Fig. 1: sequential cells coloured by netlist name
(1 px per µm) Other sequential cells in the stronger grey, the rest of the logic in the fainter grey.
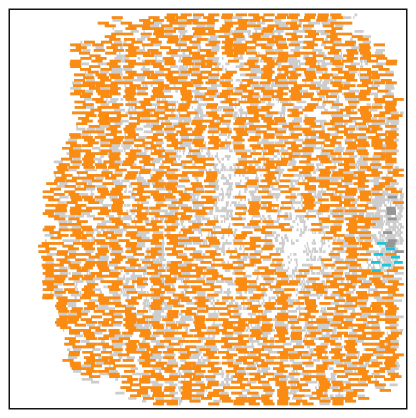
Fig. 2: wires at chosen ports, followed through buffers
(1 px per µm)
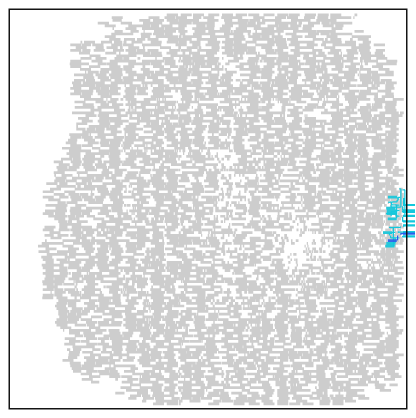
==> config.mk <==
export PLATFORM = sky130hd
export DESIGN_NAME = ram_module_param_clr
export DESIGN_NICKNAME = d
export VERILOG_FILES = /design/src/rtl/ram_pkg.sv /design/src/rtl/ram_clear_seq.sv /design/src/rtl/ram_module_param_clr.sv
export SDC_FILE = /design/constraint.sdc
export NUM_CORES = 2
export LEC_CHECK = 0
export CAP_MARGIN = 20
export CORE_AREA = 2 2 394 396
export DETAILED_ROUTE_END_ITERATION = 6
export DIE_AREA = 0 0 396 398
export GPL_TIMING_DRIVEN = 0
export PLACE_DENSITY = 0.67
export SLEW_MARGIN = 20
export SYNTH_ARGS = -nofsm -noshare
export SYNTH_HDL_FRONTEND = slang
export SYNTH_HIERARCHICAL = 1
export SYNTH_SLANG_ARGS = --single-unit
==> constraint.sdc <==
create_clock -name CLK -period 33.2 [get_ports CLK]
set_input_delay 4.98 -clock CLK [delete_from_list [all_inputs] [get_ports CLK]]
set_output_delay 4.98 -clock CLK [all_outputs]
set_load 0.005 [all_outputs]
==> results_dict.tcl <==
# collected from the flow reports
set metrics [dict create \
    route.detailed.drc 2 \
    largest_reg_flops 2048 \
    cpMostUsedCell "buf_2" \
    combGateArea_um2 17400 \
    p_switching_mw 1.21 \
    totalNegativeSetupSlack_ps 0 \
    top_cells_by_count "edfxtp_1 (2048), mux4_2 (484), nor2_1 (317)" \
    switching_share_pct 22.5 \
    ys.flop_type "edfxtp_1" \
    drt_wl_total_mm 288 \
    cts.htree.levels 4 \
    nets 4212 \
    rsz0062_at_grt "no" \
    topCellsByArea "edfxtp_1 (76%), mux4_2 (14%), nor2_1 (1.5%), mux2i_1 (1.4%), a22oi_1 (0.97%)" \
    rows 144 \
    hold_buffers 0 \
    r2r_cells 8 \
    tool_warnings 27 \
    numSynthFlops 2066 \
    drt-initial-drc-count 9596 \
    synth.largest_area_cell "edfxtp_1" \
    leakage_nw 30.5 \
    enable_flop_cells 2048 \
    fin_crit_sh_pct 35.1 \
    grt_max_degree 35 \
    crit_fanout 26 \
    simple_gate_share_pct 2.93 \
    synth_cell_types 73 \
    path_clk_slew_ps 60 \
    yosys.area_share.aoi_pct 3.11 \
    cts_setup_buffers 0 \
    ys_warn_count 6 \
    drive_gt1_share_pct 25.3 \
    antenna_found_initial 18 \
    synthCells 3852 \
    nFillCells 10600 \
    worstPathCellList "clkdlybuf4s50_1 > buf_4 > buf_2 > buf_4 > buf_2 > buf_2 > o21ai_0 > a32oi_1 > a22oi_1 > o32ai_4 > buf_8 > buf_8 > buf_16 > buf_6 > buf_6" \
    top_logic_kind "multiplexers" \
    cts.sinks 2066 \
    syn_nets 3875 \
    layout_min_cycle_time_ps 11650 \
    crit_path_max_incr_delay_ps 940 \
    numCtsBuffers 201 \
    hold_class "reg -> reg" \
    via_count 45800 \
    status "complete, but fails checks" \
    cts_root_buffer "clkbuf_16" \
    seqPwrFrac_pct 52.4 \
    yosys.area.top_type_share_pct 76.2 \
    yosys_cells 3852 \
    netlist_area_um2 80700 \
    die-height_um 398 \
    ys_sh_mux_pct 15.3 \
    setup_viol 0 \
    worstSetupEndpointType "register" \
    fin_skew_ps 46.9 \
    ant_nets 0 \
    yosysChipArea_um2 80700 \
    gp_congestion 1.10 \
    vdd_drop_max_mv 0.0562 \
    synthArstFlopShare_pct 0.871 \
    clockPowerShare_pct 41.8 \
    xor_share_pct 0.0326 \
    area_growth_pct 14.2 \
    ys_sh_adder_pct 0.0155 \
    violations "DRC" \
    clockBufferDepth 3 \
    coreArea_um2 153000 \
    overflow 0 \
    critical_path.startpoint_type "input pin" \
    cp_slowest_cell "o32ai_4" \
]
About Fig. 1:
- orange: `mem` (flops 2048; where widely spread)
- cyan: `u_clear_seq/clr_ptr` (flops 8)
- not coloured: 10
final core area utilization: 60.1%
flop share of the area: 67.2%
register area: 61900 µm²

About Fig. 2:
- blue: `VALID` (direction output; end cells 1; buffers 1; wire 11.0 µm)
- cyan: `Dout` (direction output; end cells 8; buffers 8; wire 227 µm)
# IOs: 33
PortBufs: 27

[routing by layer]
layer	global-route usage (%)	routed length, µm	vias up
met5	0.303	195	-
met2	50.0	120000	4447
li1	-	-	16700
met1	48.9	98900	23700
met4	20.9	20000	16
met3	17.1	49700	842
[per-stage QoR]
stage,cells,total power [mW],area [µm²],util [%]
after floorplan,3852,3.02,80700,-
after global placement,5923,3.17,83500,54.5
after detailed placement,6029,3.18,85700,55.9
after CTS,6404,5.37,92100,60.1
after global routing,6407,5.47,92100,60.1
final,6423,5.40,92200,60.1
[cell type report]
class | instances | area share (%)
sequential | 2066 | 67.2
multi-input combinational | 1546 | 18.9
clock buffer | 260 | 5.87
tap | 2044 | 2.77
timing repair buffer | 134 | 2.47
buffer | 228 | 1.60
clock inverter | 115 | 1.06
inverter | 12 | 0.0489
antenna | 18 | 0.0489
[worst max-delay path, delay by kind of cell]
kind                   cells  cell delay, ps
buffers and inverters     11            4650
AOI/OAI and AO/OA          4            2570
[cell families after synthesis]
logic type,Yosys count
AND-OR/OR-AND,357
XOR/XNOR,3
adder cells (fa/ha/maj),1
buffers and inverters,240
flip-flops,2066
multiplexers,622
other,1
AND/OR/NAND/NOR,562
[cell usage in the layout, fill, tap and decap left out, types with 24 or more instances in the layout]
master           count
clkinv_2            41
buf_6               55
a22oi_1            104
o22ai_1             48
mux2i_1            113
clkdlybuf4s50_1     27
clkinv_1            45
nor2_1             314
nand2_1            130
buf_2               76
mux4_2             484
edfxtp_1          2048
clkbuf_16          207
buf_16              42
buf_8               36
clkbuf_1            98
a21oi_1             57
mux2_2              24
o21ai_0             26
buf_4               41
[power by group through the flow]
stage          logic (mW)  clock network [mW]  registers, mW
2_1_floorplan       0.139                   0           2.88
3_3_place_gp        0.286                   0           2.88
3_5_place_dp        0.294                   0           2.88
4_1_cts             0.295                2.24           2.83
5_1_grt             0.305                2.34           2.83
6_report            0.315                2.25           2.83
Power and IR drop assume default switching activity.
